<file path="config.mk">
export PLATFORM = sky130hd
export DESIGN_NAME = vec_mem_sequencer
export DESIGN_NICKNAME = d
export VERILOG_FILES = /design/src/rtl/vec_mem_sequencer.sv
export SDC_FILE = /design/constraint.sdc
export NUM_CORES = 2
export LEC_CHECK = 0
export CORE_AREA = 3 3 440 442
export DETAILED_ROUTE_END_ITERATION = 7
export DIE_AREA = 0 0 443 445
export GPL_ROUTABILITY_DRIVEN = 0
export PLACE_DENSITY = 0.59
export RECOVER_POWER = 100
export SLEW_MARGIN = 10
export SYNTH_ARGS = -nofsm -noshare
export SYNTH_HDL_FRONTEND = slang
export SYNTH_SLANG_ARGS = --single-unit
</file>
<file path="constraint.sdc">
create_clock -name clk -period 5.3 [get_ports clk]
set_input_delay 1.06 -clock clk [delete_from_list [all_inputs] [get_ports clk]]
set_output_delay 1.06 -clock clk [all_outputs]
set_load 0.005 [all_outputs]
</file>
<file path="src/rtl/vec_mem_sequencer.sv">
// Serializes scalar / LANES-wide vector load-store requests into single-word
// accesses on a synchronous single-port RAM and reassembles load data.
module vec_mem_sequencer #(
   parameter int unsigned LANES  = 16,
   parameter int unsigned DATA_W = 32,
   parameter int unsigned ADDR_W = 13
) (
   input  logic                      clk,
   input  logic                      rst,
   input  logic                      req_valid,
   output logic                      req_ready,
   input  logic                      req_write,
   input  logic                      req_vec,
   input  logic [ADDR_W-1:0]         req_addr,
   input  logic [LANES*DATA_W-1:0]   req_wdata,
   output logic                      resp_valid,
   output logic [LANES*DATA_W-1:0]   resp_rdata,
   output logic                      busy,
   output logic [ADDR_W-1:0]         mem_addr,
   output logic [DATA_W-1:0]         mem_wdata,
   output logic                      mem_we,
   input  logic [DATA_W-1:0]         mem_rdata
);

   localparam int unsigned CW = (LANES > 1) ? $clog2(LANES) : 1;

   localparam logic [2:0] S_IDLE  = 3'd0;
   localparam logic [2:0] S_WRITE = 3'd1;
   localparam logic [2:0] S_READ  = 3'd2;
   localparam logic [2:0] S_DRAIN = 3'd3;
   localparam logic [2:0] S_DONE  = 3'd4;

   localparam logic [CW-1:0] LAST_VEC = CW'(LANES - 1);

   logic [2:0]              state_q, state_d;
   logic [CW-1:0]           cnt_q, cnt_d;
   logic                    vec_q, vec_d;
   logic [LANES*DATA_W-1:0] wbuf_q, wbuf_d;
   logic [LANES*DATA_W-1:0] rbuf_q, rbuf_d;
   logic [LANES*DATA_W-1:0] rdata_q, rdata_d;
   logic [ADDR_W-1:0]       mem_addr_q, mem_addr_d;
   logic [DATA_W-1:0]       mem_wdata_q, mem_wdata_d;
   logic                    mem_we_q, mem_we_d;

   logic [CW-1:0]           last;
   logic [CW-1:0]           cnt_nxt;
   logic [CW-1:0]           cnt_prv;

   assign last    = vec_q ? LAST_VEC : '0;
   assign cnt_nxt = cnt_q + CW'(1);
   assign cnt_prv = cnt_q - CW'(1);

   always_comb begin
      state_d     = state_q;
      cnt_d       = cnt_q;
      vec_d       = vec_q;
      wbuf_d      = wbuf_q;
      rbuf_d      = rbuf_q;
      rdata_d     = rdata_q;
      mem_addr_d  = mem_addr_q;
      mem_wdata_d = mem_wdata_q;
      mem_we_d    = mem_we_q;
      case (state_q)
         S_IDLE: begin
            if (req_valid) begin
               state_d    = req_write ? S_WRITE : S_READ;
               cnt_d      = '0;
               vec_d      = req_vec;
               wbuf_d     = req_wdata;
               rbuf_d     = '0;
               mem_addr_d = req_addr;
               mem_we_d   = req_write;
               if (req_write) begin
                  mem_wdata_d = req_wdata[DATA_W-1:0];
               end
            end
         end
         S_WRITE: begin
            if (cnt_q == last) begin
               state_d  = S_DONE;
               mem_we_d = 1'b0;
            end else begin
               cnt_d       = cnt_nxt;
               mem_addr_d  = mem_addr_q + ADDR_W'(1);
               mem_wdata_d = wbuf_q[int'(cnt_nxt)*DATA_W +: DATA_W];
            end
         end
         S_READ: begin
            // RAM returns the word issued one cycle earlier, so lane cnt-1 lands now
            if (cnt_q != '0) begin
               rbuf_d[int'(cnt_prv)*DATA_W +: DATA_W] = mem_rdata;
            end
            if (cnt_q == last) begin
               state_d = S_DRAIN;
            end else begin
               cnt_d      = cnt_nxt;
               mem_addr_d = mem_addr_q + ADDR_W'(1);
            end
         end
         S_DRAIN: begin
            rbuf_d[int'(cnt_q)*DATA_W +: DATA_W] = mem_rdata;
            rdata_d = rbuf_d;
            state_d = S_DONE;
         end
         S_DONE: begin
            state_d = S_IDLE;
         end
         default: begin
            state_d  = S_IDLE;
            mem_we_d = 1'b0;
         end
      endcase
   end

   always_ff @(posedge clk or negedge rst) begin
      if (!rst) begin
         state_q     <= S_IDLE;
         cnt_q       <= '0;
         vec_q       <= 1'b0;
         wbuf_q      <= '0;
         rbuf_q      <= '0;
         rdata_q     <= '0;
         mem_addr_q  <= '0;
         mem_wdata_q <= '0;
         mem_we_q    <= 1'b0;
      end else begin
         state_q     <= state_d;
         cnt_q       <= cnt_d;
         vec_q       <= vec_d;
         wbuf_q      <= wbuf_d;
         rbuf_q      <= rbuf_d;
         rdata_q     <= rdata_d;
         mem_addr_q  <= mem_addr_d;
         mem_wdata_q <= mem_wdata_d;
         mem_we_q    <= mem_we_d;
      end
   end

   assign req_ready  = (state_q == S_IDLE);
   assign busy       = (state_q != S_IDLE);
   assign resp_valid = (state_q == S_DONE);
   assign resp_rdata = rdata_q;
   assign mem_addr   = mem_addr_q;
   assign mem_wdata  = mem_wdata_q;
   assign mem_we     = mem_we_q;

endmodule

</file>
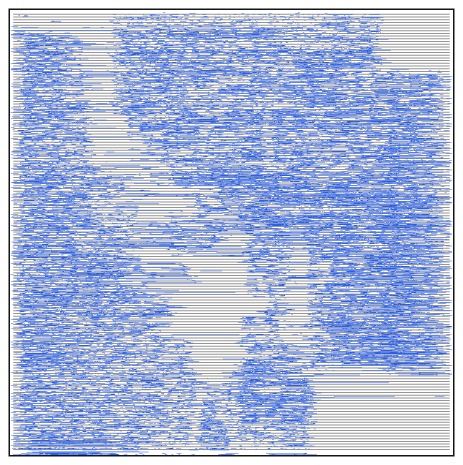
*Metal 1*
Scale: 1 px per um. Supply wires on this layer in grey.
The layer carries 112 mm of wire. The layer holds 37% of the routed length. The longest straight run is 116 um.

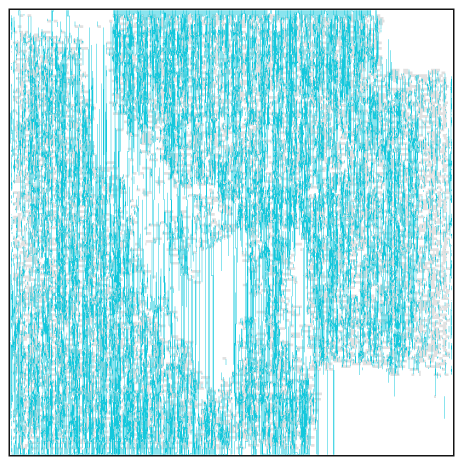
*Met2 routing*
Scale: 1 px per um. Cells faint in the background.
The layer carries 148 mm of wire. 7064 nets have wire on it. The layer holds 49% of the routed length. The longest straight run is 183 um.
GRT met2 Usage: 50.43%
final wirelength: 300400 um
total number of vias: 59471

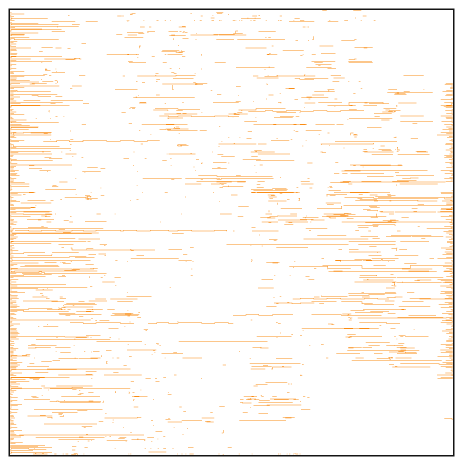
*Metal 3*
Scale: 1 px per um.
The layer carries 19500 um of wire. The longest straight run is 124 um. The layer holds 6.5% of the routed length. The wires run mostly horizontal.
GR Util met3: 6.052%

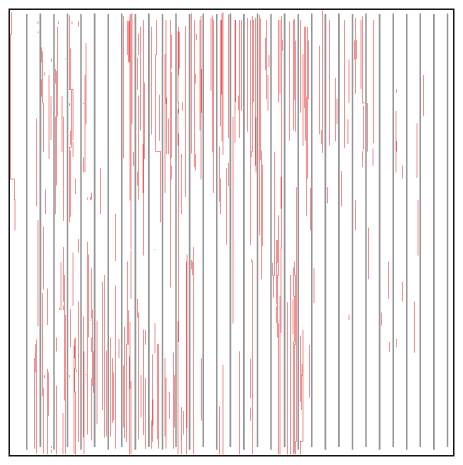
*M4 wires*
Scale: 1 px per um. Supply wires on this layer in grey.
The wires run mostly vertical. The longest straight run is 267 um.

==> summary.txt <==
fresh numbers from the pnr run: status=finished, violations left, violated checks=capacitance limit, slew limit, Power Dens Cells=around 580 mW/mm2, register bit total from synthesis=roughly 1600, clock root cell=clkbuf_16, crit path buf inv count=3, yosys aoi share=13.22%, first-pass GRT wire length=roughly 430000 um, total tool warning count=just over 90, CTS H-tree lvls=4, Final Setup Violations=0, max_slew headroom=-157.3%, number of enable flip-flop cells=0, Min Hold Slack=~0.47 ns, Worst EP required=6.04 ns, CP Cell Sequence=buf_4 > or4_2 > clkbuf_1 > o22a_1 > a21oi_4 > clkbuf_1 > a22o_1, fin cells=around 11000, Pleak=0.04410 uW, CTS resizes=0, mapped cell area=about 0.07 mm2, Yosys Chip Area=a little over 0.07 mm2, core area=around 0.19 mm2, mux share=approximately 11%, Adder-Cell Fraction of Synth Area=less than 1%, instance count on the critical path=7, main logic family after synthesis=simple AND/OR/NAND/NOR gates, PortBufs=1122, Post-Layout Inst Area=roughly 0.09 mm2, largest net degree at the start of global routing=around 230, Routed wire per std cell=around 28 um, Clock Pin Slew Worst Setup and Hold Paths=0.07 ns, Tmin final=about 4.8 ns, Area after DPL=between 0.08 and 0.09 mm2, achievable clock frequency=about 0.21 GHz, Top delay family on crit path=buffers and inverters, Hold Vio Cnt, Final=0, Slowest-stage cell, CP=clkbuf_1, total design power=52640 uW, Worst R2R Path Depth=7, initial antenna violation count=slightly below 100, Avg Inst Size Synth=10.10 um2, DRC=0, fill count=~18000, reg2reg setup slack=slightly above 0.5 ns, Util after Layout=around half, Worst Tran Pin Value=between 3 and 4 ns, Yosys Instances=7102, Starting Density=37.74%, yosys simple share=between 10% and 20%, Worst VDD drop=a little under 0.0006 V, worst reg2reg startpoint=cnt_q[0]$_DFFE_PN0P_, Post-synth seq share=a little under three fifths, DIE AREA=0.1971 mm2, total CTS buffers=between 150 and 200, DP HPWL=around 220000 um, crit path kind=flop to flop, I/O Pins=roughly 1100, Worst Setup EP=mem_wdata[16]$_DFFE_PN0P_, fraction of layout cells with a size suffix above 1=about 7.8%, Crit. Startpoint=cnt_q[0]$_DFFE_PN0P_, die height=~450 um, XOR/XNOR Area Share=less than 1%, max-slew violation count=300, DRT iter0 DRCs=around 5700, Vias/cell=5.580, clk_lat worst skew=between 0.8 and 0.9 ns, first-pass detailed-route iteration total=6, synth unique cells=between 70 and 80, most instantiated logic cells after routing=nand2_1, dfrtp_1, dlygate4sd3_1, CP Capture Type=flop, cts hold-fix bufs=0, Setup WS pre-CTS=about 1.0 ns, Setup TNS=0 ns, Logic cell area=between 0.02 and 0.03 mm2, max-cap violation count=9, Die X=443 um
[cells in the mapped netlist (4+ instances only)]
cell / number / area share (%)
a211o_1: 53 / 0.65
a211oi_2: 5 / 0.087
a21o_1: 147 / 1.5
a21oi_1: 148 / 1.0
a221o_1: 223 / 3.1
a22o_1: 190 / 2.3
a22oi_1: 65 / 0.68
a32oi_1: 18 / 0.22
and2_1: 95 / 0.83
and3_1: 33 / 0.29
buf_1: 39 / 0.20
buf_2: 78 / 0.54
buf_4: 4 / 0.042
clkbuf_1: 491 / 2.6
dfrtp_1: 1590 / 55
ha_1: 9 / 0.16
inv_1: 25 / 0.13
mux2_2: 14 / 0.22
mux2i_1: 536 / 7.5
mux4_2: 116 / 3.6
nand2_1: 2148 / 11
nand2b_1: 39 / 0.34
nand3_1: 45 / 0.31
nand4_1: 30 / 0.26
nor2_1: 358 / 1.9
nor2b_1: 8 / 0.070
nor3_1: 68 / 0.47
nor3_2: 4 / 0.056
nor4_1: 4 / 0.035
o2111ai_1: 4 / 0.049
o21ai_0: 431 / 3.0
o21ai_1: 6 / 0.042
o21bai_1: 4 / 0.042
o22ai_1: 8 / 0.070
or2_2: 6 / 0.052
xnor2_1: 5 / 0.061
[power breakdown]
part	internal, uW	total [uW]	switching [uW]	leakage [uW]
clock network	7150	12400	5290	0.00286
registers	15800	18500	2650	0.0211
logic	7940	21700	13800	0.0201
total	30900	52600	21700	0.0441
[worst min-delay path, cell delays in order (launching register included)]
cell and delay (ns):
dfrtp_1 0.34, nand2_1 0.05, nand2_1 0.05
[state kept, by name (all words and copies together), names as in the netlist]
register	count
rbuf_q	512
resp_rdata	512
wbuf_q	512
mem_wdata	32
mem_addr	13
cnt_q	4
state_q	3
mem_we	1
vec_q	1
[cell type report]
class	count	area share, %
Tap cell	2511	3.440
Clock buffer	266	5.663
Antenna cell	59	0.1617
Multi-Input combinational cell	4873	32.61
Sequential cell	1590	43.57
Timing Repair Buffer	1283	13.74
Inverter	25	0.1027
Clock inverter	50	0.7178
[worst min path at each step]
| stage | from | to | slack (ns) | depth (start not counted) |
|---|---|---|---|---|
| 2_1_floorplan | wbuf_q[100]$_DFFE_PN0P_ | wbuf_q[100]$_DFFE_PN0P_ | 0.44 | 2 |
| 3_3_place_gp | wbuf_q[507]$_DFFE_PN0P_ | wbuf_q[507]$_DFFE_PN0P_ | 0.45 | 2 |
| 3_5_place_dp | wbuf_q[338]$_DFFE_PN0P_ | wbuf_q[338]$_DFFE_PN0P_ | 0.46 | 2 |
| 4_1_cts | rst | resp_rdata[258]$_DFFE_PN0N_ | 0.20 | 1 |
| 5_1_grt | resp_rdata[423]$_DFFE_PN0N_ | resp_rdata[423]$_DFFE_PN0N_ | 0.48 | 1 |
| 6_report | wbuf_q[179]$_DFFE_PN0P_ | wbuf_q[179]$_DFFE_PN0P_ | 0.47 | 2 |
[routing by layer]
| metal | up-vias | wire length (um) | global-route usage, % |
|---|---|---|---|
| met2 | 2467 | 147600 | 50.43 |
| met5 | - | 267 | 0 |
| met1 | 30156 | 112400 | 34.85 |
| li1 | 26189 | - | - |
| met4 | 40 | 20680 | 18.17 |
| met3 | 619 | 19460 | 6.052 |
Power is estimated from default activity; no workload was simulated.
